`config.mk`:
```
export PLATFORM = sky130hd
export DESIGN_NAME = seg_scan_ctrl_flat
export DESIGN_NICKNAME = d
export VERILOG_FILES = /design/src/rtl/seg_scan_ctrl_pkg.sv /design/src/rtl/seg_scan_ctrl_if.sv /design/src/rtl/seg_scan_ctrl_bcd_to_7seg.sv /design/src/rtl/seg_scan_ctrl.sv /design/src/flat_wrapper.sv
export SDC_FILE = /design/constraint.sdc
export NUM_CORES = 1
export LEC_CHECK = 0
export CAP_MARGIN = 20
export CORE_MARGIN = 2
export CORE_UTILIZATION = 30
export CTS_CLUSTER_SIZE = 30
export DETAILED_ROUTE_END_ITERATION = 6
export SYNTH_ARGS = -nofsm -noshare
export SYNTH_HDL_FRONTEND = slang
export SYNTH_SLANG_ARGS = --single-unit
```
`constraint.sdc`:
```
create_clock -name clk -period 2.3 [get_ports clk]
set_input_delay 0.345 -clock clk [delete_from_list [all_inputs] [get_ports clk]]
set_output_delay 0.345 -clock clk [all_outputs]
set_load 0.03 [all_outputs]
```
`src/rtl/seg_scan_ctrl_pkg.sv`:
```
// Shared definitions for the seven-segment scan controller.
// Holds the single-digit decoder codes, the digit/position counts, the
// segment/anode constants, the shadow/active display record, and a helper
// that replaces non-BCD nibbles with the blank code.
package seg_scan_ctrl_pkg;

    localparam int NUM_POS = 4;   // anode positions on the board
    localparam int NUM_DIG = 5;   // BCD digits held in the value

    localparam logic [3:0] MINUS = 4'hA;
    localparam logic [3:0] BLANK = 4'hF;

    localparam logic [6:0] SEG_OFF = 7'h7F;

    // Active-low anode enables, bit 0 is the rightmost position.
    typedef logic [NUM_POS-1:0] an_mask_t;
    localparam an_mask_t AN_OFF = '1;

    // One complete display value, as held in the shadow and active registers.
    typedef struct packed {
        logic [4*NUM_DIG-1:0] digits;
        logic                 neg;
        logic                 window;
    } disp_val_t;

    localparam disp_val_t DISP_ZERO = '0;

    // Any nibble above 9 is not a decimal digit; store it as blank so the
    // decoder shows nothing at that position.
    function automatic logic [4*NUM_DIG-1:0] sanitize_bcd(input logic [4*NUM_DIG-1:0] raw);
        logic [4*NUM_DIG-1:0] clean;
        clean = raw;
        for (int i = 0; i < NUM_DIG; i++) begin
            if (raw[4*i +: 4] > 4'd9) begin
                clean[4*i +: 4] = BLANK;
            end
        end
        return clean;
    endfunction

endpackage

```
`src/rtl/seg_scan_ctrl_if.sv`:
```
// Value-update bus between the binary-to-BCD stage (master) and the scan
// controller (slave).
//   load       strobe, one cycle: capture bcd_in/neg/window
//   bcd_in     five BCD digits, [3:0] units
//   neg        value is negative
//   window     0: show digits 3..0, 1: show digits 4..1
//   pending    shadow holds a value not yet committed
//   frame_done one-cycle pulse after each frame boundary
interface seg_scan_ctrl_if;
    import seg_scan_ctrl_pkg::*;

    logic                 load;
    logic [4*NUM_DIG-1:0] bcd_in;
    logic                 neg;
    logic                 window;
    logic                 pending;
    logic                 frame_done;

    modport master (
        output load, bcd_in, neg, window,
        input  pending, frame_done
    );

    modport slave (
        input  load, bcd_in, neg, window,
        output pending, frame_done
    );

endinterface

```
`src/rtl/seg_scan_ctrl_bcd_to_7seg.sv`:
```
// Single-digit decoder for a common-anode display.
//   code  in  4  0..9 digits, 4'hA minus, anything else blank
//   seg   out 7  {CA..CG}, active-low, purely combinational
module bcd_to_7seg
    import seg_scan_ctrl_pkg::*;
(
    input  logic [3:0] code,
    output logic [6:0] seg
);

    always_comb begin
        seg = SEG_OFF;
        case (code)
            4'd0:    seg = 7'b0000001;
            4'd1:    seg = 7'b1001111;
            4'd2:    seg = 7'b0010010;
            4'd3:    seg = 7'b0000110;
            4'd4:    seg = 7'b1001100;
            4'd5:    seg = 7'b0100100;
            4'd6:    seg = 7'b0100000;
            4'd7:    seg = 7'b0001111;
            4'd8:    seg = 7'b0000000;
            4'd9:    seg = 7'b0000100;
            MINUS:   seg = 7'b1111110;
            default: seg = SEG_OFF;
        endcase
    end

endmodule

```
`src/rtl/seg_scan_ctrl.sv`:
```
// Four-digit seven-segment scan controller.
// Holds a signed five-digit BCD magnitude, double-buffered: loads go to a
// shadow register and are committed to the active register only at a frame
// boundary, so a frame never mixes two values. The active value is scanned
// one position per REFRESH_DIV clocks with leading-zero blanking, a minus
// sign, and a selectable 4-digit window.
//   clk   in   system clock
//   rst   in   asynchronous active-high reset
//   bus   slave modport: load/bcd_in/neg/window in, pending/frame_done out
//   an    out  anode enables, active-low, an[0] rightmost
//   seg   out  {CA..CG}, active-low
//   dp    out  decimal point, active-low
module seg_scan_ctrl
    import seg_scan_ctrl_pkg::*;
#(
    parameter int REFRESH_DIV = 100000
) (
    input  logic              clk,
    input  logic              rst,
    seg_scan_ctrl_if.slave    bus,
    output an_mask_t          an,
    output logic [6:0]        seg,
    output logic              dp
);

    localparam int DIV_W = (REFRESH_DIV > 1) ? $clog2(REFRESH_DIV) : 1;
    localparam logic [DIV_W-1:0] DIV_LAST = DIV_W'(REFRESH_DIV - 1);

    logic [DIV_W-1:0] div_reg;
    logic [1:0]       pos_reg;
    disp_val_t        shadow_reg;
    disp_val_t        active_reg;
    logic             pending_reg;
    logic             frame_done_reg;
    an_mask_t         an_reg;
    logic [6:0]       seg_reg;
    logic             dp_reg;

    logic tc;
    logic boundary;

    assign tc       = (div_reg == DIV_LAST);
    assign boundary = tc && (pos_reg == 2'd3);

    // ------------------------------------------------------------------
    // Blanking and sign, all derived from the active register.
    // ------------------------------------------------------------------
    logic [3:0]         digit [NUM_DIG];
    logic [NUM_DIG-1:0] nz;
    logic [NUM_DIG-1:0] upper_nz;     // upper_nz[i]: any of digits i..4 non-zero
    logic [NUM_POS-1:0] lit;          // position not suppressed as a leading zero
    logic [NUM_POS-1:0] minus_at;
    logic [3:0]         code [NUM_POS];
    logic               mag_nz;
    logic               signed_val;
    logic               sign_dp;

    genvar gi;
    generate
        for (gi = 0; gi < NUM_DIG; gi++) begin : g_dig
            assign digit[gi]    = active_reg.digits[4*gi +: 4];
            assign nz[gi]       = (digit[gi] != 4'd0);
            assign upper_nz[gi] = |nz[NUM_DIG-1:gi];
        end
    endgenerate

    assign mag_nz     = upper_nz[0];
    assign signed_val = active_reg.neg && mag_nz;

    // lit is a thermometer from position 0 upward, so the minus sign belongs
    // at the first unlit position directly above a lit one (L+1).
    generate
        for (gi = 0; gi < NUM_POS; gi++) begin : g_pos
            logic [3:0] digit_sel;
            assign digit_sel = active_reg.window ? digit[gi+1] : digit[gi];

            if (gi == 0) begin : g_first
                assign lit[gi]      = 1'b1;
                assign minus_at[gi] = 1'b0;
            end else begin : g_upper
                assign lit[gi]      = active_reg.window ? upper_nz[gi+1] : upper_nz[gi];
                assign minus_at[gi] = signed_val && lit[gi-1] && !lit[gi];
            end

            assign code[gi] = minus_at[gi] ? MINUS :
                              (lit[gi] ? digit_sel : BLANK);
        end
    endgenerate

    // All four positions occupied: no room for a minus, flag it with the dp.
    assign sign_dp = signed_val && lit[NUM_POS-1];

    logic [3:0] cur_code;
    logic [6:0] dec_seg;
    logic       cur_dp_lit;

    assign cur_code   = code[pos_reg];
    assign cur_dp_lit = ((pos_reg == 2'd0) && active_reg.window) ||
                        ((pos_reg == 2'd3) && sign_dp);

    bcd_to_7seg u_dec (
        .code (cur_code),
        .seg  (dec_seg)
    );

    // ------------------------------------------------------------------
    // Scan counters, double buffer and output registers.
    // ------------------------------------------------------------------
    always_ff @(posedge clk or posedge rst) begin
        if (rst) begin
            div_reg        <= '0;
            pos_reg        <= '0;
            shadow_reg     <= DISP_ZERO;
            active_reg     <= DISP_ZERO;
            pending_reg    <= 1'b0;
            frame_done_reg <= 1'b0;
            an_reg         <= AN_OFF;
            seg_reg        <= SEG_OFF;
            dp_reg         <= 1'b1;
        end else begin
            if (tc) begin
                div_reg <= '0;
                pos_reg <= pos_reg + 2'd1;
            end else begin
                div_reg <= div_reg + DIV_W'(1);
            end

            // A load on the boundary cycle still wins pending: the commit
            // below takes the old shadow and the new value waits a frame.
            if (bus.load) begin
                shadow_reg  <= '{digits: sanitize_bcd(bus.bcd_in),
                                 neg:    bus.neg,
                                 window: bus.window};
                pending_reg <= 1'b1;
            end else if (boundary) begin
                pending_reg <= 1'b0;
            end

            if (boundary && pending_reg) begin
                active_reg <= shadow_reg;
            end

            frame_done_reg <= boundary;

            an_reg  <= ~(an_mask_t'(1) << pos_reg);
            seg_reg <= dec_seg;
            dp_reg  <= ~cur_dp_lit;
        end
    end

    assign bus.pending    = pending_reg;
    assign bus.frame_done = frame_done_reg;
    assign an             = an_reg;
    assign seg            = seg_reg;
    assign dp             = dp_reg;

endmodule

```
`src/flat_wrapper.sv`:
```
// flat-port wrapper written by rule: the top's interface ports become plain ports
module seg_scan_ctrl_flat import seg_scan_ctrl_pkg::*;
#(
    parameter int REFRESH_DIV = 100000
)
  (clk, rst, an, seg, dp, bus_load, bus_bcd_in, bus_neg, bus_window, bus_pending, bus_frame_done);
  seg_scan_ctrl_if bus_i ();
  input  logic clk;
  input  logic rst;
  output an_mask_t an;
  output logic [6:0] seg;
  output logic dp;
  input wire logic [$bits(bus_i.load)-1:0] bus_load;
  input wire logic [$bits(bus_i.bcd_in)-1:0] bus_bcd_in;
  input wire logic [$bits(bus_i.neg)-1:0] bus_neg;
  input wire logic [$bits(bus_i.window)-1:0] bus_window;
  output wire logic [$bits(bus_i.pending)-1:0] bus_pending;
  output wire logic [$bits(bus_i.frame_done)-1:0] bus_frame_done;
  assign bus_i.load = bus_load;
  assign bus_i.bcd_in = bus_bcd_in;
  assign bus_i.neg = bus_neg;
  assign bus_i.window = bus_window;
  assign bus_pending = bus_i.pending;
  assign bus_frame_done = bus_i.frame_done;
  seg_scan_ctrl #(.REFRESH_DIV(REFRESH_DIV)) u_core (.clk(clk), .rst(rst), .bus(bus_i), .an(an), .seg(seg), .dp(dp));
endmodule
```
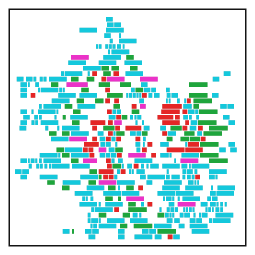
**Above:** sizing map.
Scale: 2 px per µm.
Key: cyan = x1 and smaller [cells 288, share 68%]; green = x2 [cells 66, share 16%]; red = x3 and x4 [cells 56, share 13%]; magenta = x6 and larger [cells 14, share 3.3%]
min setup slack post-route: 0.0285 ns
Buffers, non-clock: 83
final instance area: 5140 µm²

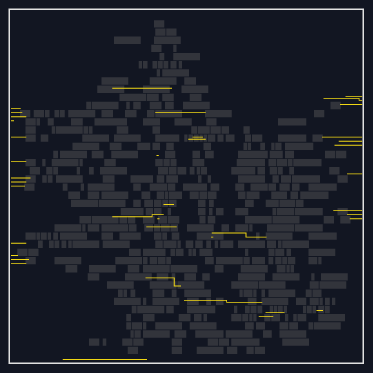
**Above:** met3 routing.
Scale: 3 px per µm.
The layer carries 309 µm of wire. 32 nets have wire on it.
M3 GR Usage: 3.97%
routed vias: 2841
DRT Wirelength: 7.93 mm

==> flow_metrics.py <==
# Physical implementation metrics
metrics = {
    "power": {
        "power_frac_comb_pct": 4.7,
        "maxPowerGroup": "sequential cells",
        "pwr-share-seq_pct": 48.2,
    },
    "routing": {
        "highest_layer": "met4",
        "ant_nets": 0,
        "drc": 0,
        "met3_length_um": 309,
    },
    "global_routing": {
        "grt_busiest_layer": "met2",
        "overflow": 0,
        "grt_pass1_wl_mm": 13.6,
        "grt_max_degree": 33,
    },
    "yosys": {
        "edf_count": 0,
        "ys_sh_adder_pct": 3.56,
        "yosysTopAreaCell": "dfrtp_1",
        "compound_area_share_pct": 14.4,
        "postSynthCellCount": 338,
        "avgSynthCellArea_um2": 11.4,
        "ys_cells": 338,
        "synth_top_area_share_pct": 42.1,
    },
    "setup_path": {
        "crit_arrival_ns": 2.54,
        "r2r-start": "u_core.active_reg[18]",
    },
    "final_timing": {
        "hold_ws_ns": 0.410,
        "post-route-min-period_ns": 2.27,
    },
    "floorplan": {
        "n_tap_cell": 172,
        "chipArea_um2": 13800,
        "ios": 39,
        "rows": 41,
    },
    "cells_and_area": {
        "fin_cells": 596,
        "clkbuf_count": 10,
        "comb_area_um2": 1870,
    },
    "clocking": {
        "cts.sinks": 77,
        "cts_root_buf": "clkbuf_16",
    },
    "placed_design": {
        "post-place-ws_ns": -0.0410,
    },
    "outcome": {
        "status": "finished clean",
    },
}
Power is estimated from default activity; no workload was simulated.
